### Cell sizes after repair

Bar = 50 um.
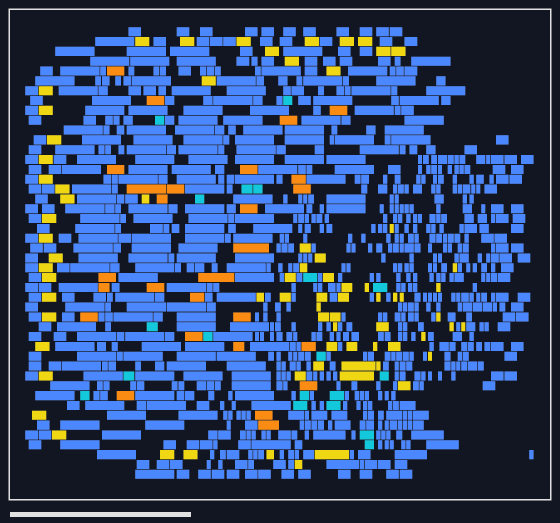
### Clock wires, drivers and flops

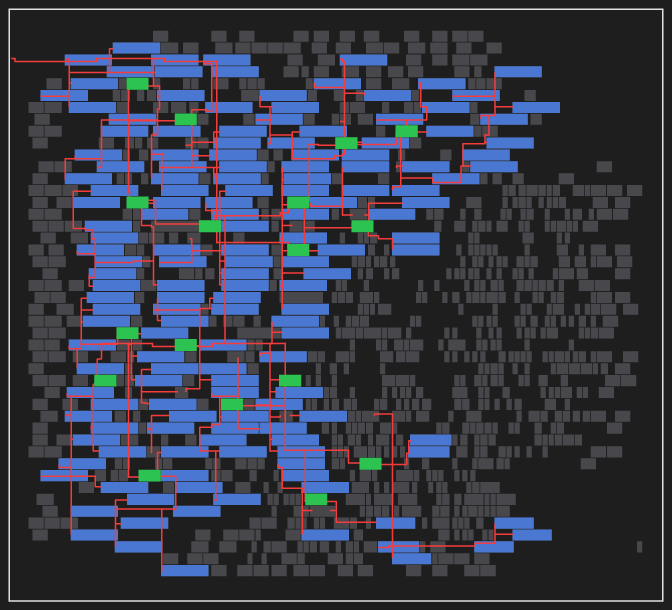
### Clock routing

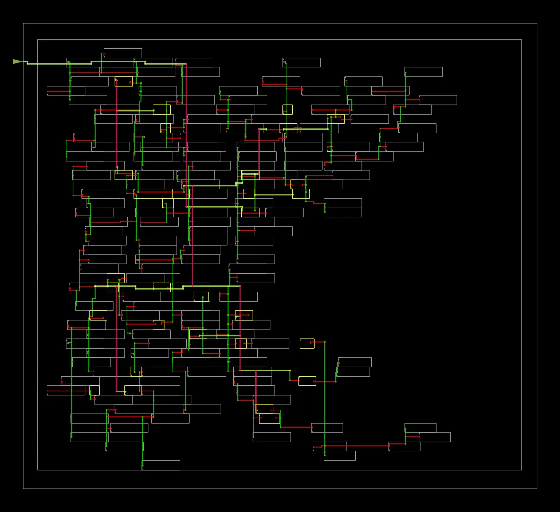
### Signal wires on met4

Bar = 50 um.
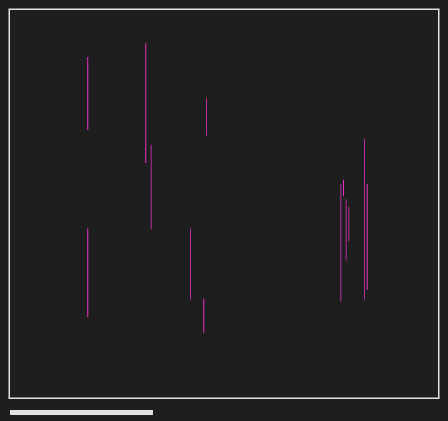
### src/rtl/regfile_writeback.sv
// Register-file write front end: arbitrates ALU/load results into an in-order FIFO,
// drains one entry per cycle and exports a pending-write bitmap. WB_BYPASS_EN adds a forwarding lookup.
module regfile_writeback #(
   parameter int DEPTH  = 4,
   parameter int DATA_W = 32,
   parameter int ADDR_W = 5
) (
   input  logic                     clk,
   input  logic                     reset,
   input  logic                     alu_valid,
   output logic                     alu_ready,
   input  logic [ADDR_W-1:0]        alu_rd,
   input  logic [DATA_W-1:0]        alu_data,
   input  logic                     ld_valid,
   output logic                     ld_ready,
   input  logic [ADDR_W-1:0]        ld_rd,
   input  logic [DATA_W-1:0]        ld_data,
   input  logic                     flush,
   output logic                     chip_en,
   output logic                     writeEnable,
   output logic [ADDR_W-1:0]        wRegNum,
   output logic [DATA_W-1:0]        wDataIn,
   output logic [31:0]              pending,
`ifdef WB_BYPASS_EN
   input  logic [ADDR_W-1:0]        fwd_rs0,
   input  logic [ADDR_W-1:0]        fwd_rs1,
   output logic                     fwd_hit0,
   output logic                     fwd_hit1,
   output logic [DATA_W-1:0]        fwd_data0,
   output logic [DATA_W-1:0]        fwd_data1,
`endif
   output logic [$clog2(DEPTH):0]   count,
   output logic                     full,
   output logic                     empty
);

   localparam int PW = $clog2(DEPTH);
   localparam int CW = PW + 1;

   logic [ADDR_W-1:0] rd_mem   [DEPTH];
   logic [DATA_W-1:0] data_mem [DEPTH];
   logic [PW-1:0]     rptr, wptr;
   logic [CW-1:0]     cnt;
   logic              rr_ld;
   logic              can_accept, grant_ld, grant_alu, push, pop;
   logic [ADDR_W-1:0] push_rd;
   logic [DATA_W-1:0] push_data;

   assign count = cnt;
   assign full  = (cnt == CW'(DEPTH));
   assign empty = (cnt == '0);

   assign can_accept = !full && !flush;
   assign grant_ld   = ld_valid && (!alu_valid || rr_ld);
   assign grant_alu  = alu_valid && !grant_ld;
   assign ld_ready   = can_accept && grant_ld;
   assign alu_ready  = can_accept && grant_alu;
   assign push_rd    = grant_ld ? ld_rd : alu_rd;
   assign push_data  = grant_ld ? ld_data : alu_data;
   // x0 results complete the handshake but never occupy a slot
   assign push       = (ld_ready || alu_ready) && (push_rd != '0);
   assign pop        = !empty && !flush;

   assign writeEnable = !empty;
   assign chip_en     = !empty;
   assign wRegNum     = empty ? '0 : rd_mem[rptr];
   assign wDataIn     = empty ? '0 : data_mem[rptr];

   always_ff @(posedge clk or negedge reset) begin
      if (!reset) begin
         rptr  <= '0;
         wptr  <= '0;
         cnt   <= '0;
         rr_ld <= 1'b1;
      end else begin
         if (can_accept && ld_valid && alu_valid)
            rr_ld <= !rr_ld;
         if (flush) begin
            rptr <= '0;
            wptr <= '0;
            cnt  <= '0;
         end else begin
            if (pop)
               rptr <= rptr + 1'b1;
            if (push)
               wptr <= wptr + 1'b1;
            if (push && !pop)
               cnt <= cnt + 1'b1;
            else if (pop && !push)
               cnt <= cnt - 1'b1;
         end
      end
   end

   always_ff @(posedge clk) begin
      if (push) begin
         rd_mem[wptr]   <= push_rd;
         data_mem[wptr] <= push_data;
      end
   end

   logic [PW-1:0] pend_idx;
   always_comb begin
      pending  = '0;
      pend_idx = '0;
      for (int i = 0; i < DEPTH; i++) begin
         pend_idx = rptr + PW'(i);
         if (CW'(i) < cnt)
            pending[rd_mem[pend_idx]] = 1'b1;
      end
      pending[0] = 1'b0;
   end

`ifdef WB_BYPASS_EN
   // Walk oldest to youngest so the last match wins
   logic [PW-1:0] fwd_idx;
   always_comb begin
      fwd_hit0  = 1'b0;
      fwd_hit1  = 1'b0;
      fwd_data0 = '0;
      fwd_data1 = '0;
      fwd_idx   = '0;
      for (int i = 0; i < DEPTH; i++) begin
         fwd_idx = rptr + PW'(i);
         if (CW'(i) < cnt) begin
            if (fwd_rs0 != '0 && rd_mem[fwd_idx] == fwd_rs0) begin
               fwd_hit0  = 1'b1;
               fwd_data0 = data_mem[fwd_idx];
            end
            if (fwd_rs1 != '0 && rd_mem[fwd_idx] == fwd_rs1) begin
               fwd_hit1  = 1'b1;
               fwd_data1 = data_mem[fwd_idx];
            end
         end
      end
   end
`endif

endmodule

### config.mk
export PLATFORM = sky130hd
export DESIGN_NAME = regfile_writeback
export DESIGN_NICKNAME = d
export VERILOG_FILES = /design/src/rtl/regfile_writeback.sv
export SDC_FILE = /design/constraint.sdc
export NUM_CORES = 1
export LEC_CHECK = 0
export ABC_AREA = 1
export CAP_MARGIN = 20
export CORE_ASPECT_RATIO = 0.9
export CORE_MARGIN = 4
export CORE_UTILIZATION = 45
export CTS_BUF_LIST = sky130_fd_sc_hd__clkbuf_8
export DETAILED_ROUTE_END_ITERATION = 7
export PLACE_DENSITY_LB_ADDON = 0.2
export SKIP_LAST_GASP = 1
export SLEW_MARGIN = 30
export SYNTH_ARGS = -nofsm -noshare
export SYNTH_HDL_FRONTEND = slang
export SYNTH_SLANG_ARGS = --single-unit
export TNS_END_PERCENT = 100
### constraint.sdc
create_clock -name clk -period 7.1 [get_ports clk]
set_clock_uncertainty 0.05 [all_clocks]
set_input_delay 0.71 -clock clk [delete_from_list [all_inputs] [get_ports clk]]
set_output_delay 0.71 -clock clk [all_outputs]
set_load 0.05 [all_outputs]
==> deck_impl_summary.md <==
Synthesis and Place & Route Summary

Drt
  – Iteration-0 DRC Markers: 580

Cells and area
  – Layout area overhead: 27.3%
  – Final instance area: 0.0103 mm^2
  – Net count, final: 1048
  – Antenna diodes: 0
  – Most common logic cells in the final layout: clkdlybuf4s50_1, edfxtp_1, nand2_1

Final timing
  – Fmax: 199 MHz
  – Worst slew pin tran: 0.874 ns

CTS
  – Clock Tree Buf Depth: 2
  – Sink Count: 156
  – CTS Buf Count: 17
  – Post-CTS Setup Bufs: 0
  – Cts hold-fix bufs: 0

Power
  – Leakage: 0.00375 uW
  – Peak supply drop: 0.194 mV

Worst setup path
  – Slowest cell delay on critical path: 0.83 ns

Yosys
  – Ys Warns: 0
  – Avg Cell Area, Syn: 9.88 um^2

Floorplanning
  – Die H: 135 um

Status
  – Status: completed
About 'Cell sizes after repair':
[drive 6 and up] orange | cells: 27 | most used: clkbuf_8
[drive 1 or less] blue | cells: 856 | most used: clkdlybuf4s50_1
[drive 3 to 4] cyan | cells: 19 | most used: buf_4
[drive 2] yellow | cells: 73 | most used: mux2_2

About 'Clock wires, drivers and flops':
[clock wires] red | length: 1590 um
[flip-flops] blue | count: 156
[cells driving clock nets] green | count: 17
routed clock nets: 18

About 'Clock routing':
final-layout clock buffer total: 17
registers: 156

About 'Signal wires on met4':
wire length on this layer: 347 um
share of all routed wire: 1.7%
longest straight run: 55.8 um
main direction: vertical
nets with wire on the layer: 8

==> logic make-up (layout without fill, tap and decap cells) <==
group | count (synthesis) | after routing | share of synthesized area (%)
buffers and inverters | 138 | 294 | 6.77
xor gates and xnor gates | 2 | 2 | 0.217
DFF | 156 | 156 | 57.4
other | 1 | 1 | 0.0464
adders and majority gates | 7 | 7 | 1.08
muxes | 32 | 32 | 4.45
AOI/OAI and AO/OA | 151 | 151 | 12.1
and+or+nand+nor | 332 | 332 | 17.9
==> synth_stat cells (all sizes together) <==
| library cell | instances | area (um^2) |
|---|---|---|
| clkinv | 1 | 3.75 |
| xnor2 | 1 | 8.76 |
| o211ai | 4 | 30.0 |
| a21oi | 19 | 95.1 |
| ha | 7 | 87.6 |
| dfrtp | 7 | 175 |
| xor2 | 1 | 8.76 |
| clkbuf | 24 | 90.1 |
| o21ai | 48 | 293 |
| inv | 97 | 364 |
| a22oi | 47 | 353 |
| a31oi | 32 | 200 |
| conb | 1 | 3.75 |
| edfxtp | 148 | 4440 |
| nand4 | 8 | 50.1 |
| nand3 | 105 | 526 |
| or2 | 3 | 18.8 |
| nor3 | 5 | 40.0 |
| nor2 | 67 | 259 |
| o22ai | 1 | 6.26 |
| dfstp | 1 | 26.3 |
| mux2 | 32 | 360 |
| nand2 | 143 | 549 |
| buf | 16 | 90.1 |
| nand3b | 1 | 7.51 |
==> per-layer routing <==
metal	track usage [%]	wire length, um	vias up
li1	-	-	3179
met1	28.1	9000	3060
met2	33.3	9610	278
met3	5.82	1810	31
met4	5.95	346	0
met5	0	0	-
==> report_power, final <==
part	internal (uW)	switching, uW	total [uW]
combinational	762	1920	2690
clock	289	348	637
sequential	1190	66.3	1250
==> critical path: cells and delay by family, from the launching register on <==
family / cells / cell delay, ns
buffers and inverters: 4 / 1.95
and+or+nand+nor: 6 / 1.25
AOI/OAI and AO/OA: 2 / 0.22
DFF: 1 / 0.39
==> cell type report <==
cell class              instances  area, um^2
clock inverters                15         159
multi-input cells             525        2930
well taps                     240         300
flip-flops and latches        156        4650
fillers                      1569        7310
repair buffers                164        1660
clock buffers                  17         234
inverters                      98         368
==> metrics by stage <==
stage | power (uW) | worst slack, ns | utilization, %
floorplan | 3100 | 3.41 | -
global placement | 3920 | 2.63 | 55.9
detailed placement | 3940 | 2.59 | 56.3
CTS | 4590 | 2.08 | 58.5
global route | 4840 | 1.79 | 58.5
finish | 4570 | 2.07 | 58.5
==> worst paths after layout <==
| kind | startpoint | to | slack, ns | cells after the start |
|---|---|---|---|---|
| setup / recovery | rptr[0] | pending[8] | 2.07 | 12 |
| hold / removal | reset | wptr[0] | 0.48 | 1 |
| setup reg to reg | rr_ld | data_mem[1][22] | 3.82 | 7 |
| hold reg to reg | rr_ld | rr_ld | 0.48 | 2 |
| max in group asynchronous | reset | rr_ld | 6.22 | 1 |
| min in group clk | rr_ld | rr_ld | 0.48 | 2 |
==> state kept, by name, summed over array words and instances (netlist names) <==
register and flops:
count 3, data_mem 128, rd_mem 20, rptr 2
rr_ld 1, wptr 2
Power and IR drop assume default switching activity.
